==> images/congestion_map.png <==
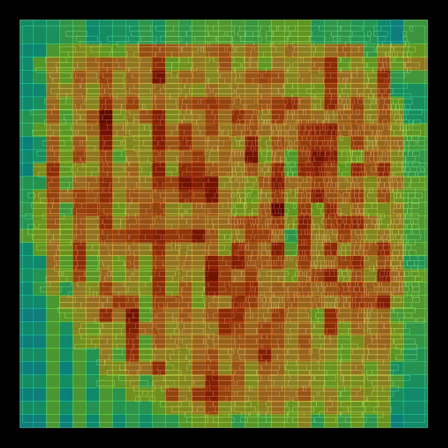
==> images/route_heat.png <==
The bar under the picture is 50 um long. The die is cut into 21 by 21 equal tiles; dark blue is low, red is high, scaled to the fullest tile. Values are wire area over tile area, all layers added.
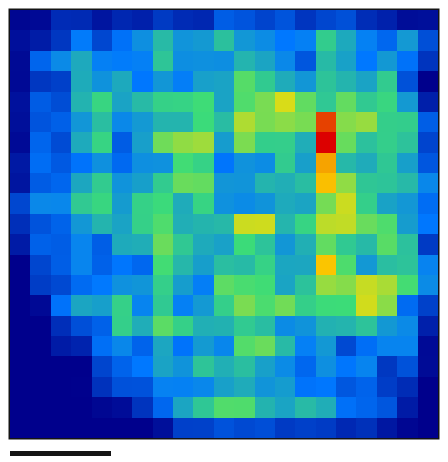
==> images/ff_map.png <==
The bar under the picture is 50 um long. Other sequential cells in the stronger grey, the rest of the logic in the fainter grey.
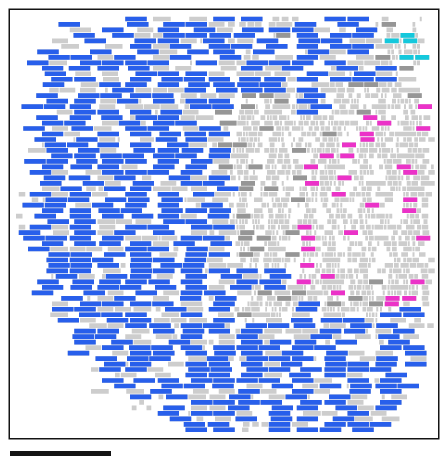
==> images/layers.png <==
The bar under the picture is 50 um long.
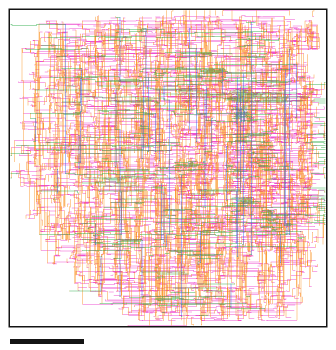
===== src/rtl/relu_maxpool2x2_layer1_if.sv =====
// relu_maxpool2x2_layer1_if: feature-map stream in (data_in/valid_in) and pooled stream out (data_out/valid_out/frame_done)
interface relu_maxpool2x2_layer1_if #(parameter int DATA_WIDTH = 32);
  logic [DATA_WIDTH-1:0] data_in;
  logic                  valid_in;
  logic [DATA_WIDTH-1:0] data_out;
  logic                  valid_out;
  logic                  frame_done;
  modport master (output data_in, valid_in, input data_out, valid_out, frame_done);
  modport slave (input data_in, valid_in, output data_out, valid_out, frame_done);
endinterface


===== src/rtl/relu_maxpool2x2_layer1.sv =====
// relu_maxpool2x2_layer1: ReLU + 2x2/2 max pool of a raster fp32 stream; ports clk, rst (sync high), bus (slave: data_in/valid_in in, data_out/valid_out/frame_done out)
module relu_maxpool2x2_layer1 #(
  parameter int DATA_WIDTH = 32,
  parameter int WIDTH = 32
) (
  input logic clk,
  input logic rst,
  relu_maxpool2x2_layer1_if.slave bus
);
  localparam int CW = $clog2(WIDTH);
  localparam int HW = WIDTH / 2;
  localparam int LW = (HW > 1) ? $clog2(HW) : 1;
  logic [CW-1:0] r_col, r_row;
  logic [DATA_WIDTH-1:0] r_pair, r_data_out;
  logic [DATA_WIDTH-1:0] r_line [HW];
  logic r_valid_out, r_frame_done;
  logic [LW-1:0] w_idx;
  logic [DATA_WIDTH-1:0] w_r, w_h, w_lb, w_m;
  logic w_last_col, w_last_row;
  assign w_idx = LW'(r_col >> 1);
  assign w_r = bus.data_in[DATA_WIDTH-1] ? '0 : bus.data_in;
  assign w_h = (w_r > r_pair) ? w_r : r_pair;
  assign w_lb = r_line[w_idx];
  assign w_m = (w_h > w_lb) ? w_h : w_lb;
  assign w_last_col = r_col == CW'(WIDTH - 1);
  assign w_last_row = r_row == CW'(WIDTH - 1);
  always_ff @(posedge clk)
    if (bus.valid_in && r_col[0] && !r_row[0]) r_line[w_idx] <= w_h;
  always_ff @(posedge clk) begin
    if (rst) begin
      r_col <= '0;
      r_row <= '0;
      r_pair <= '0;
      r_data_out <= '0;
      r_valid_out <= 1'b0;
      r_frame_done <= 1'b0;
    end else begin
      r_valid_out <= 1'b0;
      r_frame_done <= 1'b0;
      if (bus.valid_in) begin
        if (!r_col[0]) r_pair <= w_r;
        if (r_col[0] && r_row[0]) begin
          r_data_out <= w_m;
          r_valid_out <= 1'b1;
          r_frame_done <= w_last_col && w_last_row;
        end
        r_col <= w_last_col ? '0 : r_col + CW'(1);
        if (w_last_col) r_row <= w_last_row ? '0 : r_row + CW'(1);
      end
    end
  end
  assign bus.data_out = r_data_out;
  assign bus.valid_out = r_valid_out;
  assign bus.frame_done = r_frame_done;
endmodule


===== src/flat_wrapper.sv =====
// flat-port wrapper written by rule: the top's interface ports become plain ports
module relu_maxpool2x2_layer1_flat 
#(
  parameter int DATA_WIDTH = 32,
  parameter int WIDTH = 32
)
  (clk, rst, bus_data_in, bus_valid_in, bus_data_out, bus_valid_out, bus_frame_done);
  relu_maxpool2x2_layer1_if #(.DATA_WIDTH(DATA_WIDTH)) bus_i ();
  input logic clk;
  input logic rst;
  input wire logic [$bits(bus_i.data_in)-1:0] bus_data_in;
  input wire logic [$bits(bus_i.valid_in)-1:0] bus_valid_in;
  output wire logic [$bits(bus_i.data_out)-1:0] bus_data_out;
  output wire logic [$bits(bus_i.valid_out)-1:0] bus_valid_out;
  output wire logic [$bits(bus_i.frame_done)-1:0] bus_frame_done;
  assign bus_i.data_in = bus_data_in;
  assign bus_i.valid_in = bus_valid_in;
  assign bus_data_out = bus_i.data_out;
  assign bus_valid_out = bus_i.valid_out;
  assign bus_frame_done = bus_i.frame_done;
  relu_maxpool2x2_layer1 #(.DATA_WIDTH(DATA_WIDTH), .WIDTH(WIDTH)) u_core (.clk(clk), .rst(rst), .bus(bus_i));
endmodule

===== config.mk =====
export PLATFORM = sky130hd
export DESIGN_NAME = relu_maxpool2x2_layer1_flat
export DESIGN_NICKNAME = d
export VERILOG_FILES = /design/src/rtl/relu_maxpool2x2_layer1_if.sv /design/src/rtl/relu_maxpool2x2_layer1.sv /design/src/flat_wrapper.sv
export SDC_FILE = /design/constraint.sdc
export NUM_CORES = 1
export LEC_CHECK = 0
export CAP_MARGIN = 10
export CORE_UTILIZATION = 55
export CTS_CLUSTER_SIZE = 14
export DETAILED_ROUTE_END_ITERATION = 12
export MAX_ROUTING_LAYER = met4
export PLACE_DENSITY = 0.72
export SLEW_MARGIN = 20
export SYNTH_ARGS = -nofsm -noshare
export SYNTH_HDL_FRONTEND = slang
export SYNTH_SLANG_ARGS = --single-unit

===== constraint.sdc =====
create_clock -name clk -period 5.5 [get_ports clk]
set_clock_uncertainty 0.15 [all_clocks]
set_input_delay 0.55 -clock clk [delete_from_list [all_inputs] [get_ports clk]]
set_output_delay 0.55 -clock clk [all_outputs]
set_load 0.02 [all_outputs]

==> qor.rpt <==
======================================================================================
Setup Viol. Count Final                                                              0
Most frequent logic cells in the routed design                            sky130_fd_sc_hd__edfxtp_1 (496), sky130_fd_sc_hd__nand2_1 (169), sky130_fd_sc_hd__buf_4 (159), sky130_fd_sc_hd__mux4_2 (155), sky130_fd_sc_hd__inv_1 (97)
Switching power total                                                          2.07 mW
Number of port buffers                                                              67
Post-Synthesis Cell Area                                                    24400 um^2
Terminating pin of the worst hold path                                    u_core.r_row[4]$_SDFFE_PP0P_
Ranking of synthesized cells by area                                      sky130_fd_sc_hd__edfxtp_1 (61%), sky130_fd_sc_hd__mux4_2 (14%), sky130_fd_sc_hd__dfxtp_1 (6.4%)
Wire length of the first global-routing pass                                   91.0 mm
Arrival time of the worst setup path                                           5.54 ns
Final worst setup slack                                                       0.319 ns
Flops & latches, synth                                                             574
Number of cells in the yosys synthesis report                                     1494
Avg Synthesized Cell Area                                                    16.3 um^2
Net count, final                                                                  1796
Required time at the endpoint of the critical path                             5.86 ns
Cell taking the most area after synthesis                                 sky130_fd_sc_hd__edfxtp_1
Switching share of power                                                         22.0%
Final cell count without fillers                                                  2327
Via count normalized by instance count                                            6.33
Slew at the pin with the worst max-slew slack                                  1.18 ns
Drt wl/cell                                                                    26.8 um
Fraction of the yosys area taken by sequential cells                             67.5%
Final HPWL from detailed placement                                             38.0 mm
Startpoint of the tightest hold check path                                u_core.r_row[4]$_SDFFE_PP0P_
Warning count from the yosys run                                                     0
Number of max-capacitance violations reported                                        0
Hold-fix buffers, CTS                                                                0
Height of the die                                                               213 um
Area delta synth->final                                                          18.1%
Leakage                                                                        9.73 nW
CP top delay family                                                       simple AND/OR/NAND/NOR gates
Post-synth cell types                                                               50
Maximum vdd drop                                                                237 uV
CP Launch Point                                                           bus_data_in[6]
Clock network power                                                            3.82 mW
Post-Place Cells                                                                  2220
Clock Sink Count                                                                   574
Power consumed by sequential cells                                             4.82 mW
Largest stage delay, worst path                                                0.57 ns
Count of cells along the worst hold path                                             2
DRT antenna net count                                                                0
Root buffer cell                                                          sky130_fd_sc_hd__clkbuf_16
Clock slew at the register clock pins of the worst setup and hold paths        0.06 ns
Buffers and inverters on the worst path                                              4
CTS buffer count                                                                    56
Peak Freq                                                                      193 MHz
Most frequently placed logic cell in the final layout                     sky130_fd_sc_hd__edfxtp_1
Critical register-to-register path endpoint                               u_core.bus.data_out[27]$_SDFFE_PP0P_
Post-synth EDFFs                                                                   496
Yosys chip area                                                             24400 um^2
Minimum setup slack after placement                                          -0.787 ns
TNS Setup                                                                         0 ns
Largest fanout on the critical path                                                 17
Leftover overflow at the end of global routing                                       0
Worst Reg2Reg Path Length in Cells                                                  18
Proportion of power drawn by flip-flops and latches                              51.3%
Setup crit end kind                                                          flip-flop
Number of flip-flops under the largest register name                               496
Async set-or-reset flop fraction in the synthesized netlist                         0%
Slowest cell on crit path                                                 sky130_fd_sc_hd__or4_4
Cell area after layout                                                      28800 um^2
Unrepaired setup endpoints after global routing                                     no
Max transition margin                                                            21.4%
Clock latency at the later pin of the worst-skew pair                          0.61 ns
Final wirelength                                                               62.3 mm
Worst setup path endpoint                                                 u_core.bus.data_out[27]$_SDFFE_PP0P_
Number of failing hold endpoints at the final stage                                  0
Fraction of power consumed by combinational cells                                 8.1%
Layout fillers                                                                    2880
Chip Width                                                                      213 um
Number of warnings in the stage logs                                                26
Rows                                                                                76
Power per standard cell area                                               327 nW/um^2
Clk network pwr share                                                            40.6%
Clock Tree Buf Depth                                                                 3
Chain of cells forming the critical path                                  clkdlybuf4s50_1 -> nor2b_1 -> ha_1 -> nand3_1 -> or4_4 -> a2111oi_4 -> buf_4 -> o31ai_1 -> a31oi_2 -> inv_1 -> ha_1 -> nand4_1 -> nor4_2 -> a21bo_2 -> o211ai_1 -> a211oi_2 -> or4_4 -> buf_6 -> o221ai_1
Critical Setup Path Class                                                       in2reg
Core box area                                                               43400 um^2
Total power of the final layout                                                9.41 mW
Post-route DRC violation count                                                       0
Power in combinational cells                                                  0.765 mW
Post-CTS resize count                                                                1
Setup repair bufs after CTS                                                          0
Main flop type                                                            sky130_fd_sc_hd__edfxtp_1
Placer Congestion                                                                0.956
Internal power                                                                 7.33 mW
Floorplan die area                                                          45200 um^2
Floorplan utilization                                                            56.2%
Via count of the first global-routing pass                                       14433
CTS tree                                                                          done
Antenna cell count                                                                   0
Cell count after synthesis                                                        1494
Via count                                                                        14721
Tmin final                                                                     5.18 ns
Kind of launch point of the worst setup path                                input port
Register-to-register setup slack                                               0.34 ns
Net count after synthesis                                                         1594
Worst hold slack                                                              0.332 ns
Placed Instance Area                                                        26900 um^2
Most flop-heavy register                                                  u_core.r_line
Tightest Hold Check Type                                                       reg2reg
Launch point of the worst reg-to-reg path                                 u_core.r_pair[6]$_SDFFE_PP0P_
H-tree levels                                                                        2
Initial antenna violation count                                                      0
Violation count after the first detailed-routing iteration                        1705
Total I/O pin count                                                                 69
Crit. path cell count                                                               19
Pin count of the biggest net entering global routing                                45
Layout cell share with drive strength beyond 1                                   25.8%
Share of the cycle needed by the critical path after routing                     94.2%
Total iterations of the first detailed-routing run                                   6
Group with the largest share of power                                     sequential cells
Run status                                                                   completed
Top area contributor share                                                       61.1%
Pins Over Slew Limit                                                                 0
======================================================================================
Notes on congestion_map.png above:
overall fraction of global-route tracks in use: 29.1%
most crowded layer after global routing: met2
final core area utilization: 66.4%
global-route track usage on met1: 40.0%
met3 track demand over resource in global routing: 5.26%

Notes on route_heat.png above:
mean over tiles = 0.23
emptiest ninth of the die = south-west
densest ninth of the die = east
tiles over half the peak = 13%
nearly empty tiles = 8.2%

Notes on ff_map.png above:
u_core.r_pair -> magenta  # flops 31
u_core.r_row -> cyan  # flops 5, where north-east
u_core.r_line -> blue  # flops 496, where all over the die
not coloured = 42

Notes on layers.png above:
M3 -> green  # wire length 6000 um
M1 -> magenta  # wire length 24.8 mm
M2 -> orange  # wire length 29.2 mm
M4 -> blue  # wire length 2300 um

## per-layer routing
metal	vias up	GRT usage [%]	routed length, um
met2	853	43.8	29200
li1	6269	-	-
met5	-	-	0
met4	0	10.9	2300
met3	124	5.26	6000
met1	7475	40.0	24800
## cell usage after synthesis, types with 4 or more instances
cell type	n
sky130_fd_sc_hd__a211oi_1	4
sky130_fd_sc_hd__a21o_1	4
sky130_fd_sc_hd__a21oi_1	61
sky130_fd_sc_hd__a31oi_1	33
sky130_fd_sc_hd__buf_1	9
sky130_fd_sc_hd__buf_2	15
sky130_fd_sc_hd__buf_4	4
sky130_fd_sc_hd__clkbuf_1	60
sky130_fd_sc_hd__dfxtp_1	78
sky130_fd_sc_hd__edfxtp_1	496
sky130_fd_sc_hd__ha_1	65
sky130_fd_sc_hd__inv_1	97
sky130_fd_sc_hd__mux4_2	155
sky130_fd_sc_hd__nand2_1	169
sky130_fd_sc_hd__nand3_1	8
sky130_fd_sc_hd__nand4_1	10
sky130_fd_sc_hd__nor2_1	40
sky130_fd_sc_hd__nor2b_1	31
sky130_fd_sc_hd__o211ai_1	45
sky130_fd_sc_hd__o211ai_2	5
sky130_fd_sc_hd__o21ai_0	12
sky130_fd_sc_hd__o221ai_1	23
sky130_fd_sc_hd__o31ai_1	31
## cell families after synthesis
kind of cell	share of synthesized area (%)
DFF	67.5
xor gates and xnor gates	0.0719
buffers and inverters	3.13
muxes	14.4
adders and majority gates	3.34
AOI/OAI and AO/OA	6.40
and+or+nand+nor	5.15
other	0.0154
## final cells by class
type | count | area, um^2 | area share, %
clock buffers | 83 | 1570 | 5.47
clock inverters | 21 | 239 | 0.830
inverters | 97 | 364 | 1.27
multi-input cells | 732 | 7390 | 25.7
flip-flops and latches | 574 | 16500 | 57.2
well taps | 585 | 732 | 2.54
repair buffers | 235 | 2020 | 7.02
Power and IR drop assume default switching activity.
